**src/rtl/sb_pkg.sv**
```systemverilog
// Shared definitions for the scoreboard core: request-type encodings and the
// default response-entry layout.
package sb_pkg;

   localparam logic SB_READ  = 1'b0;
   localparam logic SB_WRITE = 1'b1;

   localparam int SB_DEF_WIDTH   = 8;
   localparam int SB_DEF_TXID_SZ = 2;

   typedef struct packed {
      logic [SB_DEF_TXID_SZ-1:0] txid;
      logic [SB_DEF_WIDTH-1:0]   data;
   } sb_resp_t;

endpackage

```
**src/rtl/sb_resp_fifo.sv**
```systemverilog
// Two-entry srdy/drdy response buffer. Slot 0 is always the head, so the
// outputs come straight from a register.
module sb_resp_fifo
   import sb_pkg::*;
#(
   parameter type entry_t = sb_resp_t
) (
   input  logic       clk,
   input  logic       reset,
   input  logic       in_srdy_i,
   output logic       in_drdy_o,
   input  entry_t     in_data_i,
   output logic       out_srdy_o,
   input  logic       out_drdy_i,
   output entry_t     out_data_o,
   output logic [1:0] count_o
);

   entry_t     slot0_q, slot0_d;
   entry_t     slot1_q, slot1_d;
   logic [1:0] count_q, count_d;
   logic       push;
   logic       pop;

   assign in_drdy_o  = (count_q != 2'd2);
   assign out_srdy_o = (count_q != 2'd0);
   assign out_data_o = slot0_q;
   assign count_o    = count_q;

   assign push = in_srdy_i & in_drdy_o;
   assign pop  = out_srdy_o & out_drdy_i;

   always_comb begin
      slot0_d = slot0_q;
      slot1_d = slot1_q;
      count_d = count_q;
      case (count_q)
         2'd0: begin
            if (push) begin
               slot0_d = in_data_i;
               count_d = 2'd1;
            end
         end
         2'd1: begin
            if (push && pop) begin
               slot0_d = in_data_i;
            end else if (push) begin
               slot1_d = in_data_i;
               count_d = 2'd2;
            end else if (pop) begin
               count_d = 2'd0;
            end
         end
         default: begin
            // Full: push is blocked by in_drdy, so only a pop can happen.
            if (pop) begin
               slot0_d = slot1_q;
               count_d = 2'd1;
            end
         end
      endcase
   end

   always_ff @(posedge clk) begin
      if (reset) begin
         slot0_q <= '0;
         slot1_q <= '0;
         count_q <= 2'd0;
      end else begin
         slot0_q <= slot0_d;
         slot1_q <= slot1_d;
         count_q <= count_d;
      end
   end

endmodule

```
**src/rtl/sb_core.sv**
```systemverilog
// Scoreboard storage core: masked writes into an item array, tagged in-order
// read responses. Define SB_CORE_MASK_EN to honour c_mask on writes.
module sb_core
   import sb_pkg::*;
#(
   parameter int width   = 8,
   parameter int items   = 64,
   parameter int txid_sz = 2,
   parameter int asz     = $clog2(items)
) (
   input  logic               clk,
   input  logic               reset,
   input  logic               c_srdy,
   output logic               c_drdy,
   input  logic               c_req_type,
   input  logic [txid_sz-1:0] c_txid,
   input  logic [width-1:0]   c_mask,
   input  logic [width-1:0]   c_data,
   input  logic [asz-1:0]     c_itemid,
   output logic               p_srdy,
   input  logic               p_drdy,
   output logic [txid_sz-1:0] p_txid,
   output logic [width-1:0]   p_data
);

   typedef struct packed {
      logic [txid_sz-1:0] txid;
      logic [width-1:0]   data;
   } resp_t;

   localparam logic [asz:0] ITEMS_LIM = (asz + 1)'(items);

   logic [width-1:0] mem_q [items];
   logic             req_xfer;
   logic             wr_en;
   logic             rd_en;
   logic             in_range;
   logic [width-1:0] rd_word;
   logic [width-1:0] wr_word;
   logic             fifo_in_drdy;
   logic [1:0]       resp_count_unused;
   resp_t            push_entry;
   resp_t            head_entry;

   assign req_xfer = c_srdy & c_drdy;
   assign wr_en    = req_xfer & (c_req_type == SB_WRITE);
   assign rd_en    = req_xfer & (c_req_type == SB_READ);

   // Extra top bit keeps the range test meaningful for power-of-two sizes.
   assign in_range = ({1'b0, c_itemid} < ITEMS_LIM);
   assign rd_word  = in_range ? mem_q[c_itemid] : '0;

`ifdef SB_CORE_MASK_EN
   assign wr_word = (rd_word & ~c_mask) | (c_data & c_mask);
`else
   logic mask_unused;
   assign mask_unused = ^c_mask;
   assign wr_word     = c_data;
`endif

   generate
      for (genvar gi = 0; gi < items; gi++) begin : g_item
         always_ff @(posedge clk) begin
            if (reset) begin
               mem_q[gi] <= '0;
            end else if (wr_en && (c_itemid == asz'(gi))) begin
               mem_q[gi] <= wr_word;
            end
         end
      end
   endgenerate

   assign push_entry.txid = c_txid;
   assign push_entry.data = rd_word;

   sb_resp_fifo #(
      .entry_t (resp_t)
   ) u_resp_fifo (
      .clk        (clk),
      .reset      (reset),
      .in_srdy_i  (rd_en),
      .in_drdy_o  (fifo_in_drdy),
      .in_data_i  (push_entry),
      .out_srdy_o (p_srdy),
      .out_drdy_i (p_drdy),
      .out_data_o (head_entry),
      .count_o    (resp_count_unused)
   );

   // Writes are held off too when the buffer is full, keeping request order trivial.
   assign c_drdy = ~reset & fifo_in_drdy;
   assign p_txid = head_entry.txid;
   assign p_data = head_entry.data;

endmodule

```
**config.mk**
```make
export PLATFORM = sky130hd
export DESIGN_NAME = sb_core
export DESIGN_NICKNAME = d
export VERILOG_FILES = /design/src/rtl/sb_pkg.sv /design/src/rtl/sb_resp_fifo.sv /design/src/rtl/sb_core.sv
export SDC_FILE = /design/constraint.sdc
export NUM_CORES = 1
export LEC_CHECK = 0
export ABC_AREA = 0
export CORE_MARGIN = 1
export CORE_UTILIZATION = 50
export DETAILED_ROUTE_END_ITERATION = 10
export HOLD_SLACK_MARGIN = 0.03
export PLACE_DENSITY = 0.75
export SYNTH_ARGS = -nofsm -noshare
export SYNTH_HDL_FRONTEND = slang
export SYNTH_HIERARCHICAL = 1
export SYNTH_SLANG_ARGS = --single-unit
```
**constraint.sdc**
```tcl
create_clock -name clk -period 4.8 [get_ports clk]
set_input_delay 1.44 -clock clk [delete_from_list [all_inputs] [get_ports clk]]
set_output_delay 1.44 -clock clk [all_outputs]
set_load 0.005 [all_outputs]
```
Run 1, clock routing:
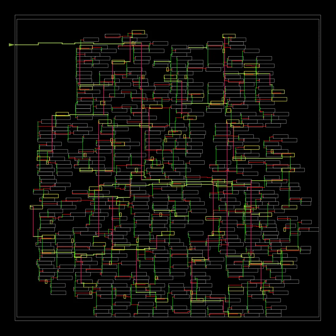
clk_buf instances: 68
CTS Buf Count: 53
flop count: 534
Sink Count: 534

Run 1, routed metal, one colour a layer:
Two of the layers only.
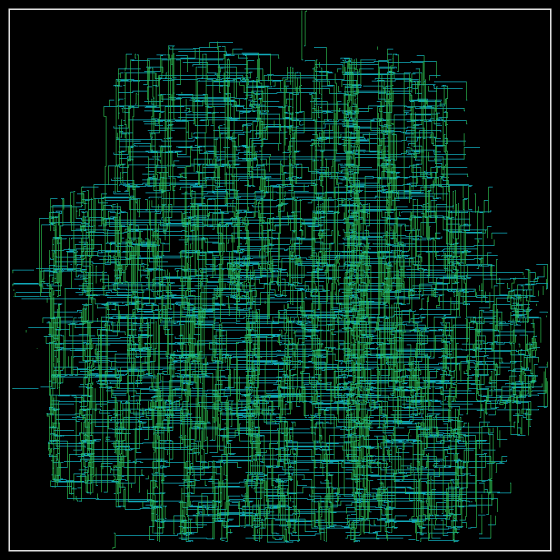
| layer | colour | wire length |
|---|---|---|
| M1 | cyan | 22.0 mm |
| M2 | green | 24.6 mm |

Run 1, pin map:
Pins as bars across the die edge, other pins in grey.
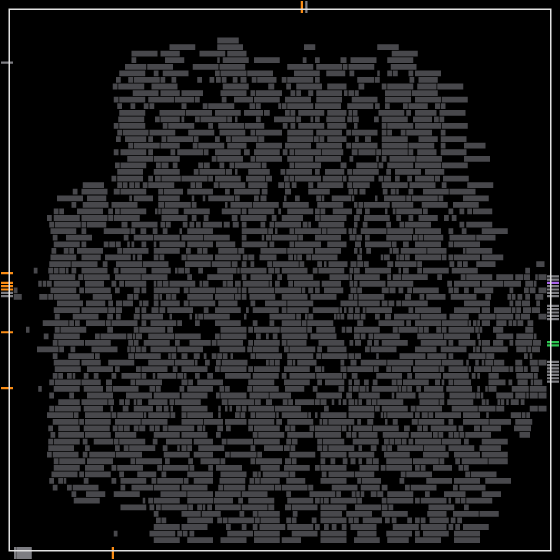
| port | colour | pins | direction | edge |
|---|---|---|---|---|
| `c_txid` | green | 2 | input | east |
| `c_data` | orange | 8 | input | 6 west, 1 south, 1 north |
| `c_srdy` | purple | 1 | input | east |

==> impl_metrics.toml, run 1 <==
# physical design summary
[critical_path]
path_cells = "clkdlybuf4s50_1 -> and2_1 -> nand2_1 -> nor2_1 -> or2_2"
crit_path_start_kind = "input port"
crit_type = "in2reg"
endpoint_kind = "flop"
critPathMaxFanout = 14
required_ps = 5100
crit_path_start = "c_itemid[2]"
cp.arrival_ps = 4040
reg2reg_slack_ps = 1920
crit_end = "mem_q[29][5]"
worstRegToRegCells = 5
slowest_stage = "clkdlybuf4s50_1"
reg2reg_from = "u_resp_fifo/count_o[1]"
slowest_delay_ps = 680

[final_layout]
layout.nets = 1696
layout_top_cells = "and2_1 (513), edfxtp_1 (512), mux4_2 (128)"
syn2layout_area_growth_pct = 11.34
layout_top_cell = "and2_1"
drive_gt1_share_pct = 20.60

[sta]
drv_slew = 0
fmax_mhz = 267.4
tightest_slew_ps = 1265
tns_ps = 0
setup_violations = 0
clock_skew_ps = 19.48
finalClockPeriodUsage_pct = 77.92
rsz0062_at_grt = "false"
hold_ws_ps = 457.0
min_period_ps = 3740
slew_headroom_pct = 15.70

[power_and_ir_drop]
pwr-share-clk_pct = 42.0
p_sw_mw = 2.121
p_sw_share_pct = 21.11
irDropWorstVdd_mv = 0.2563
power.density_nw_per_um2 = 368.2
pwr-share-comb_pct = 5.8

[synth]
synth-main-ff-cell = "edfxtp_1"
syn_area_um2 = 24510
synthArstFlopShare_pct = 0
ys_seq_elements = 534
ys_seq_share_pct = 64.52
yosysWarnings = 6
area_leaders = "edfxtp_1 (63%), and2_1 (13%), mux4_2 (12%), a22oi_1 (2.0%), dfxtp_1 (1.8%)"
synth_area_per_cell_um2 = 14.92
ys_cells = 1643
most_common_cell = "and2_1"
yosysTopAreaCellShare_pct = 62.72
ys_types = 31
yosys_area_um2 = 24510
edf_count = 512
netlist_instances = 1643
yosys-top-cells-count = "and2_1 (513), edfxtp_1 (512), mux4_2 (128)"
yosysTopAreaCell = "edfxtp_1"

[global_routing]
grt.met1_usage_pct = 30.30
gr-usage-met3_pct = 3.674
grtUsageMet2_pct = 34.14
grt_pass1_vias = 13500
grt_max_degree = 87
grt_busiest_layer = "met2"
antenna_found_initial = 1

[floorplanning]
ios = 41
fp.dieW_um = 223.4
initial_core_util_pct = 51.02
dieArea_um2 = 49910
num_rows = 80
core_um2 = 48050

[clocking]
cts_tree = "yes"
insertion_delay_ps = 610
cts_resized = 0
h-tree-depth = 2
cts.path.max_buffers = 3
cts_post_setup_buffers_inserted = 0
clk_pin_slew_ps = 60
clockRootBuffer = "clkbuf_16"
cts_hold_buffers = 0

[place]
place_congestion = 0.9026
port_buffers = 32
dp_hpwl_mm = 33.99

[status]
status = "complete, no violations"

[flow_run]
warning_count = 34
max_cap_viol_count = 0

[detailed_routing]
wl_mm = 52.22
final_antenna_net_count = 0
drc = 0
vias = 13415
drtPass1Iterations = 6
vias_per_cell = 5.772

[hold_path]
min_path_type = "reg2reg"
==> run 1: critical path, delay by kind of cell <==
| family | cells | cell delay, ps |
|---|---|---|
| buffers and inverters | 1 | 680 |
| AND/OR/NAND/NOR | 4 | 1910 |
==> run 1: kinds of logic (layout without fill, tap and decap cells) <==
group	count (synthesis)	after routing	synth area share, %
AND-OR/OR-AND	130	130	3.624
AND/OR/NAND/NOR	714	714	17.34
multiplexers	138	138	12.17
flip-flops	534	534	64.52
buffers and inverters	127	193	2.343
==> run 1: through the flow <==
| stage | std cells | power (mW) | worst slack, ps | util, % | area, um2 |
|---|---|---|---|---|---|
| 2_1_floorplan | 1643 | 5.723 | 1255 | - | 24510 |
| 3_3_place_gp | 2227 | 5.899 | 554.1 | 53.17 | 25550 |
| 6_report | 2324 | 10.05 | 1060 | 56.80 | 27290 |
| 5_1_grt | 2324 | 10.31 | 929.3 | 56.80 | 27290 |
| 3_5_place_dp | 2227 | 5.921 | 475.8 | 53.17 | 25550 |
| 4_1_cts | 2324 | 10.10 | 1116 | 56.80 | 27290 |
==> run 1: registers in the layout, indices dropped and copies added (netlist names) <==
name and count:
u_resp_fifo/out_data_o 10, u_resp_fifo/count_o 2, u_resp_fifo/slot1_q 10, mem_q 512
==> run 1: area by class of cell <==
class                           instances  area (um2)
Clock buffer                           68        1383
Clock inverter                         29       361.6
Fill cell                            3672       20750
Multi-Input combinational cell        982        8130
Sequential cell                       534       15820
Tap cell                              615       769.5
Timing Repair Buffer                   96       832.0
==> run 1: worst min path at each step <==
stage	start	end	slack (ps)
6_report	u_resp_fifo/slot1_q[0]	u_resp_fifo/slot1_q[0]	460
5_1_grt	u_resp_fifo/slot1_q[4]	u_resp_fifo/slot1_q[4]	490
4_1_cts	u_resp_fifo/slot1_q[0]	u_resp_fifo/slot1_q[0]	450
3_5_place_dp	u_resp_fifo/slot1_q[0]	u_resp_fifo/slot1_q[0]	450
3_3_place_gp	u_resp_fifo/slot1_q[2]	u_resp_fifo/slot1_q[2]	440
2_1_floorplan	u_resp_fifo/slot1_q[0]	u_resp_fifo/slot1_q[0]	440
==> run 1: power by group through the flow <==
| stage | sequential (mW) | combinational [mW] | clock [mW] |
|---|---|---|---|
| finish | 5.24 | 0.581 | 4.22 |
| global route | 5.25 | 0.620 | 4.44 |
| CTS | 5.24 | 0.582 | 4.27 |
| detailed placement | 5.34 | 0.580 | 0 |
| global placement | 5.33 | 0.565 | 0 |
| floorplan | 5.32 | 0.401 | 0 |
==> run 1: metal layers <==
layer	share of wire (%)	wire length, um	up-vias
met5	0.025	13	-
met4	2.8	1455	2
met3	7.9	4126	104
met2	47	24600	499
met1	42	22010	6722
li1	-	-	6088
==> run 2: changes to the inputs <==
PLACE_DENSITY = 0.78   (was 0.75)
clock period = 3.1 ns   (was 4.8 ns; I/O delays follow)
Run 2, routed metal, one colour a layer:
Two of the layers only.
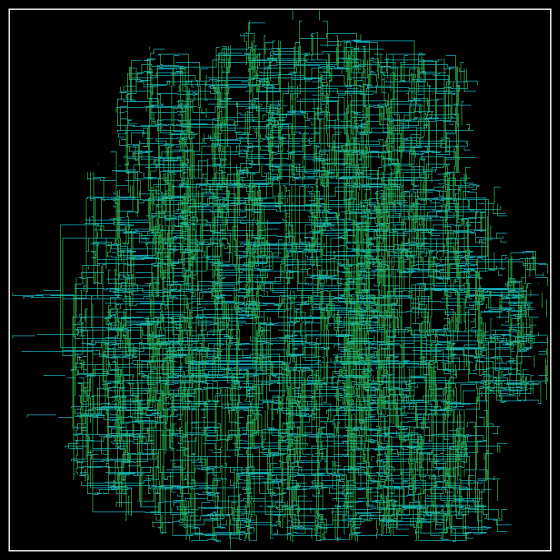
| layer | colour | wire length |
|---|---|---|
| M1 | cyan | 22.5 mm |
| M2 | green | 25.7 mm |

==> impl_metrics.toml, run 2 <==
# physical design summary
[power_and_ir_drop]
seq_power_share_pct = 52.6
power.density_nw_per_um2 = 547.8
pwr-share-clk_pct = 40.9
pwr-share-comb_pct = 6.5
p_sw_share_pct = 21.69
internal-power_mw = 12.09
totalPowerFinal_mw = 15.44
power_leakage_nw = 10.49
irDropWorstVdd_mv = 0.3749
p_sw_mw = 3.348

[final_layout]
layout_top_cell = "and2_1"
drive_gt1_share_pct = 25.37
syn2layout_area_growth_pct = 14.95
diodes = 0
final_util_pct = 58.64
final_cell_area_um2 = 28180
top_register = "mem_q"
layout.nets = 1798
n_fill_cell = 3507
layout_top_cells = "and2_1 (513), edfxtp_1 (512), buf_4 (149)"
largest_register_ffs = 512

[critical_path]
rr_endpoint = "u_resp_fifo/out_data_o[5]"
path_cells = "clkdlybuf4s50_1 -> nor2b_2 -> buf_12 -> a22oi_1 -> a21oi_1 -> or4_1 -> mux2i_1 -> a211oi_2"
endpoint_kind = "flop"
crit_type = "in2reg"
crit_path_start_kind = "input port"
cp.buffers_inverters = 2
critPathMaxFanout = 17
crit_end = "u_resp_fifo/out_data_o[5]"
reg2reg_slack_ps = 560
crit_family = "simple AND/OR/NAND/NOR gates"
cp.arrival_ps = 3470
slowest_delay_ps = 640
worstRegToRegCells = 6
reg2reg_from = "mem_q[50][5]"
crit_path_start = "c_itemid[3]"
cp.depth = 8
required_ps = 3540
slowest_stage = "or4_1"

[sta]
rsz0062_at_grt = "false"
clock_skew_ps = 21.59
setup_violations = 0
fmax_mhz = 329.5
slew_headroom_pct = 36.33
min_period_ps = 3035
finalClockPeriodUsage_pct = 97.90
drv_slew = 0
tightest_slew_ps = 955.0
finalHoldViolations = 0

[synth]
fp_nets = 1672
edf_count = 512
area_leaders = "edfxtp_1 (63%), and2_1 (13%), mux4_2 (12%), a22oi_1 (2.0%), dfxtp_1 (1.8%)"
ys_seq_elements = 534
netlist_instances = 1643
syn_area_um2 = 24510
synthArstFlopShare_pct = 0
synth-main-ff-cell = "edfxtp_1"
synth_area_per_cell_um2 = 14.92
ys_seq_share_pct = 64.52
yosysWarnings = 6
ys_cells = 1643
yosysTopAreaCell = "edfxtp_1"
yosys-top-cells-count = "and2_1 (513), edfxtp_1 (512), mux4_2 (128)"
ys_types = 31
yosys_area_um2 = 24510
most_common_cell = "and2_1"
yosysTopAreaCellShare_pct = 62.72

[floorplanning]
fp.dieW_um = 223.4
initial_core_util_pct = 51.02
dieArea_um2 = 49910
num_rows = 80
core_um2 = 48050
ios = 41
fp.dieH_um = 223.4

[detailed_routing]
wl_met3_mm = 4.209
top_layer = "met4"
drtPass1Iterations = 6
vias_per_cell = 5.785
final_antenna_net_count = 0
drt-met1-wl_mm = 22.46
drt-wirelength-per-cell_um = 22.24
drtIter0Drc = 1488
drc = 0
wl_mm = 54.01
vias = 14045
wl_met2_mm = 25.73

[clocking]
cts_tree = "yes"
clk_pin_slew_ps = 60
cts_resized = 0
insertion_delay_ps = 600
numCtsBuffers = 53
cts.sinks = 534
clockRootBuffer = "clkbuf_16"
cts_hold_buffers = 0
h-tree-depth = 2
cts.path.max_buffers = 3
cts_post_setup_buffers_inserted = 0

[flow_run]
warning_count = 34
max_cap_viol_count = 0

[global_routing]
antenna_found_initial = 0
grt_first_pass_wirelength_mm = 84.35
grt_pass1_vias = 14118
grt-ovfl-total = 0
grt_max_degree = 87
track_usage_pct = 22.38

[place]
place_area_um2 = 26480
dp_hpwl_mm = 37.42
place_congestion = 1.038
port_buffers = 32

[status]
status = "complete, no violations"

[hold_path]
min_path_type = "reg2reg"
Run 2, pin map:
Pins as bars across the die edge, other pins in grey.
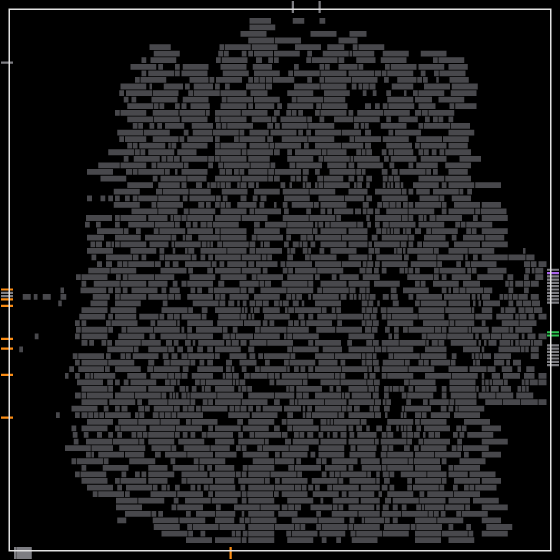
| port | colour | pins | direction | edge |
|---|---|---|---|---|
| `c_srdy` | purple | 1 | input | east |
| `c_data` | orange | 8 | input | 7 west, 1 south |
| `c_txid` | green | 2 | input | east |

-- run 2: cells by family (layout without fill, tap and decap cells) --
family	Yosys count	in the layout	synth area share, %
compound gates	130	130	3.624
mux	138	138	12.17
buf+inv	127	297	2.343
flops	534	534	64.52
simple gates	714	714	17.34
-- run 2: final cells by class --
cell class	instances	area [um2]	share of cell area, %
Sequential cell	534	15820	56.13
Multi-Input combinational cell	982	8130	28.86
Timing Repair Buffer	198	1763	6.257
Clock buffer	65	1393	4.943
Tap cell	615	769.5	2.731
Clock inverter	34	305.3	1.084
-- run 2: worst min path at each step --
stage / depth (start not counted) / endpoint / slack, ps / start
after floorplan: 2 / u_resp_fifo/slot1_q[0] / 440 / u_resp_fifo/slot1_q[0]
after global placement: 2 / u_resp_fifo/slot1_q[2] / 450 / u_resp_fifo/slot1_q[2]
after detailed placement: 2 / u_resp_fifo/slot1_q[5] / 450 / u_resp_fifo/slot1_q[5]
after CTS: 2 / u_resp_fifo/slot1_q[5] / 460 / u_resp_fifo/slot1_q[5]
after global routing: 2 / u_resp_fifo/slot1_q[5] / 480 / u_resp_fifo/slot1_q[5]
final: 2 / u_resp_fifo/slot1_q[5] / 450 / u_resp_fifo/slot1_q[5]
-- run 2: power groups by stage --
stage          registers [mW]  logic, mW  clock network, mW
2_1_floorplan            8.24      0.621                  0
3_3_place_gp             8.26      0.973                  0
3_5_place_dp             8.27      0.997                  0
4_1_cts                  8.12       1.00               6.39
5_1_grt                  8.13       1.06               6.67
6_report                 8.12       1.00               6.31
-- run 2: layer usage --
layer	vias to the layer above	GRT usage (%)
li1	6294	-
met1	7068	31.68
met2	580	35.72
met5	-	0
met4	0	7.357
met3	103	3.464
-- run 2: tightest hold or removal path, delay by kind of cell (launching register included) --
kind / cells / cell delay [ps]
compound gates: 1 / 50
flops: 1 / 310
simple gates: 1 / 50
-- run 2: metrics by stage --
step           hold slack, ps  setup WS [ps]  TNS, ps  cells
2_1_floorplan           436.0          65.12        0   1643
3_3_place_gp            445.6         -411.5   -31450   2329
3_5_place_dp            447.6         -467.2   -47090   2329
4_1_cts                 455.7          152.5        0   2428
5_1_grt                 475.9         0.4436        0   2428
6_report                452.0          65.02        0   2428
==> run 3: changes to the inputs <==
SLEW_MARGIN = 20   (was unset)
Run 3, clock routing:
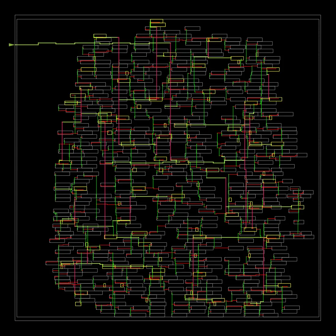
Final Skew: 21.59 ps
clk_buf instances: 65
clk latency late pin: 600 ps

==> impl_metrics.toml, run 3 <==
# physical design summary
[status]
status = "complete, no violations"

[floorplanning]
num_rows = 80
fp.dieH_um = 223.4
ios = 41
core_um2 = 48050
initial_core_util_pct = 51.02
fp.dieW_um = 223.4

[sta]
min_period_ps = 3035
finalHoldViolations = 0
rsz0062_at_grt = "false"
worst_slack_ps = 65.02
hold_ws_ps = 452.0
tightest_slew_ps = 955.0
slew_headroom_pct = 36.33
finalClockPeriodUsage_pct = 97.90
setup_violations = 0

[synth]
synth-main-ff-cell = "edfxtp_1"
yosys_area_um2 = 24510
yosysTopAreaCellShare_pct = 62.72
yosysTopAreaCell = "edfxtp_1"
syn_area_um2 = 24510
area_leaders = "edfxtp_1 (63%), and2_1 (13%), mux4_2 (12%), a22oi_1 (2.0%), dfxtp_1 (1.8%)"
ys_seq_elements = 534
synth_area_per_cell_um2 = 14.92
yosys-top-cells-count = "and2_1 (513), edfxtp_1 (512), mux4_2 (128)"
fp_nets = 1672
synthArstFlopShare_pct = 0
netlist_instances = 1643
ys_cells = 1643
edf_count = 512
yosysWarnings = 6
ys_types = 31
most_common_cell = "and2_1"

[global_routing]
grt_first_pass_wirelength_mm = 84.35
grt_pass1_vias = 14118
track_usage_pct = 22.38
grt_max_degree = 87
antenna_found_initial = 0
grt-ovfl-total = 0

[clocking]
cts.path.max_buffers = 3
numCtsBuffers = 53
cts_post_setup_buffers_inserted = 0
cts_resized = 0
cts_tree = "yes"
cts.sinks = 534
clockRootBuffer = "clkbuf_16"
cts_hold_buffers = 0
h-tree-depth = 2
clk_pin_slew_ps = 60

[critical_path]
crit_type = "in2reg"
reg2reg_from = "mem_q[50][5]"
endpoint_kind = "flop"
rr_endpoint = "u_resp_fifo/out_data_o[5]"
crit_family = "simple AND/OR/NAND/NOR gates"
slowest_delay_ps = 640
slowest_stage = "or4_1"
cp.arrival_ps = 3470
crit_path_start_kind = "input port"
worstRegToRegCells = 6
critPathMaxFanout = 17
cp.buffers_inverters = 2

[flow_run]
warning_count = 34
max_cap_viol_count = 0

[hold_path]
hp-start = "u_resp_fifo/slot1_q[5]"
whs_endpoint = "u_resp_fifo/slot1_q[5]"
min_path_type = "reg2reg"
min_path_cells = 2

[final_layout]
fin_cells = 2428
final_cell_area_um2 = 28180
layout_top_cells = "and2_1 (513), edfxtp_1 (512), buf_4 (149)"
final_util_pct = 58.64
diodes = 0
largest_register_ffs = 512
layout_top_cell = "and2_1"
syn2layout_area_growth_pct = 14.95
drive_gt1_share_pct = 25.37
top_register = "mem_q"
layout.nets = 1798

[detailed_routing]
drt-wirelength-per-cell_um = 22.24
vias_per_cell = 5.785
drc = 0
drtPass1Iterations = 6
final_antenna_net_count = 0
vias = 14045
drtIter0Drc = 1488

[place]
port_buffers = 32
dp_cells = 2329
place_area_um2 = 26480
place_congestion = 1.038
preCtsSetupSlack_ps = -467.2

[power_and_ir_drop]
power_leakage_nw = 10.49
power.density_nw_per_um2 = 547.8
irDropWorstVdd_mv = 0.3749
Run 3, sequential cells grouped by signal name:
Bar = 50 um.
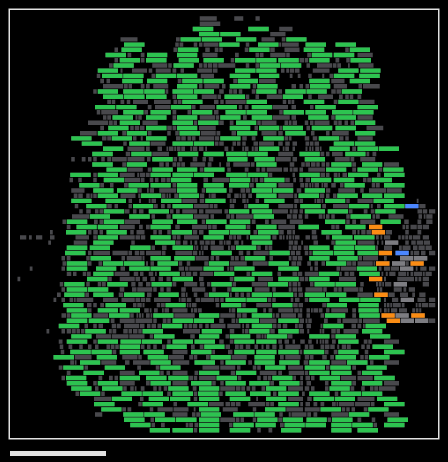
| signal | colour | placed flops |
|---|---|---|
| `u_resp_fifo/slot1_q` | orange | 10 |
| `u_resp_fifo/count_o` | blue | 2 |
| `mem_q` | green | 512 |

==> run 3: cell counts after synthesis <==
No cell type changed its count.
==> run 3: cells by family after synthesis <==
family	after synthesis	synth area share (%)
buffers and inverters	127	2.343
AND-OR/OR-AND	130	3.624
AND/OR/NAND/NOR	714	17.34
multiplexers	138	12.17
flip-flops	534	64.52
==> run 3: where the power goes <==
part | switching [mW] | internal [mW] | total (mW)
clock | 2.70 | 3.61 | 6.31
combinational | 0.589 | 0.415 | 1.00
sequential | 0.0605 | 8.06 | 8.12
total | 3.35 | 12.1 | 15.4
==> run 3: worst min-delay path, stage by stage (launching register included) <==
cell and delay [ps]:
dfxtp_1 310, nand2_1 50, a21oi_1 50
==> run 3: layout make-up <==
cell class	count	area [um2]
tap	615	769.5
multi-input combinational	982	8130
clock inverter	34	305.3
sequential	534	15820
fill	3507	19870
clock buffer	65	1393
timing repair buffer	198	1763
==> run 3: per-stage QoR <==
step | TNS (ps) | power (mW)
floorplan | 0 | 8.862
global placement | -31450 | 9.234
detailed placement | -47090 | 9.270
CTS | 0 | 15.51
global route | 0 | 15.87
finish | 0 | 15.44
==> run 3: metal layers <==
metal  track usage (%)  part of all wire [%]  wire (um)
met1             31.68                    42      22460
met5                 0                     0          0
met2             35.72                    48      25730
met4             7.357                   3.0       1613
met3             3.464                   7.8       4209
==> run 3: worst max path at each step <==
stage / cells after the start / endpoint / slack [ps] / startpoint
after global routing: 8 / u_resp_fifo/out_data_o[5] / 0.4 / c_itemid[3]
after CTS: 8 / u_resp_fifo/out_data_o[5] / 150 / c_itemid[3]
after floorplan: 9 / u_resp_fifo/out_data_o[5] / 70 / c_itemid[1]
after detailed placement: 8 / u_resp_fifo/out_data_o[5] / -470 / c_itemid[3]
final: 8 / u_resp_fifo/out_data_o[5] / 70 / c_itemid[3]
after global placement: 8 / u_resp_fifo/out_data_o[3] / -410 / c_itemid[0]
Power figures rest on the tool's default switching activity, not on a simulated workload.
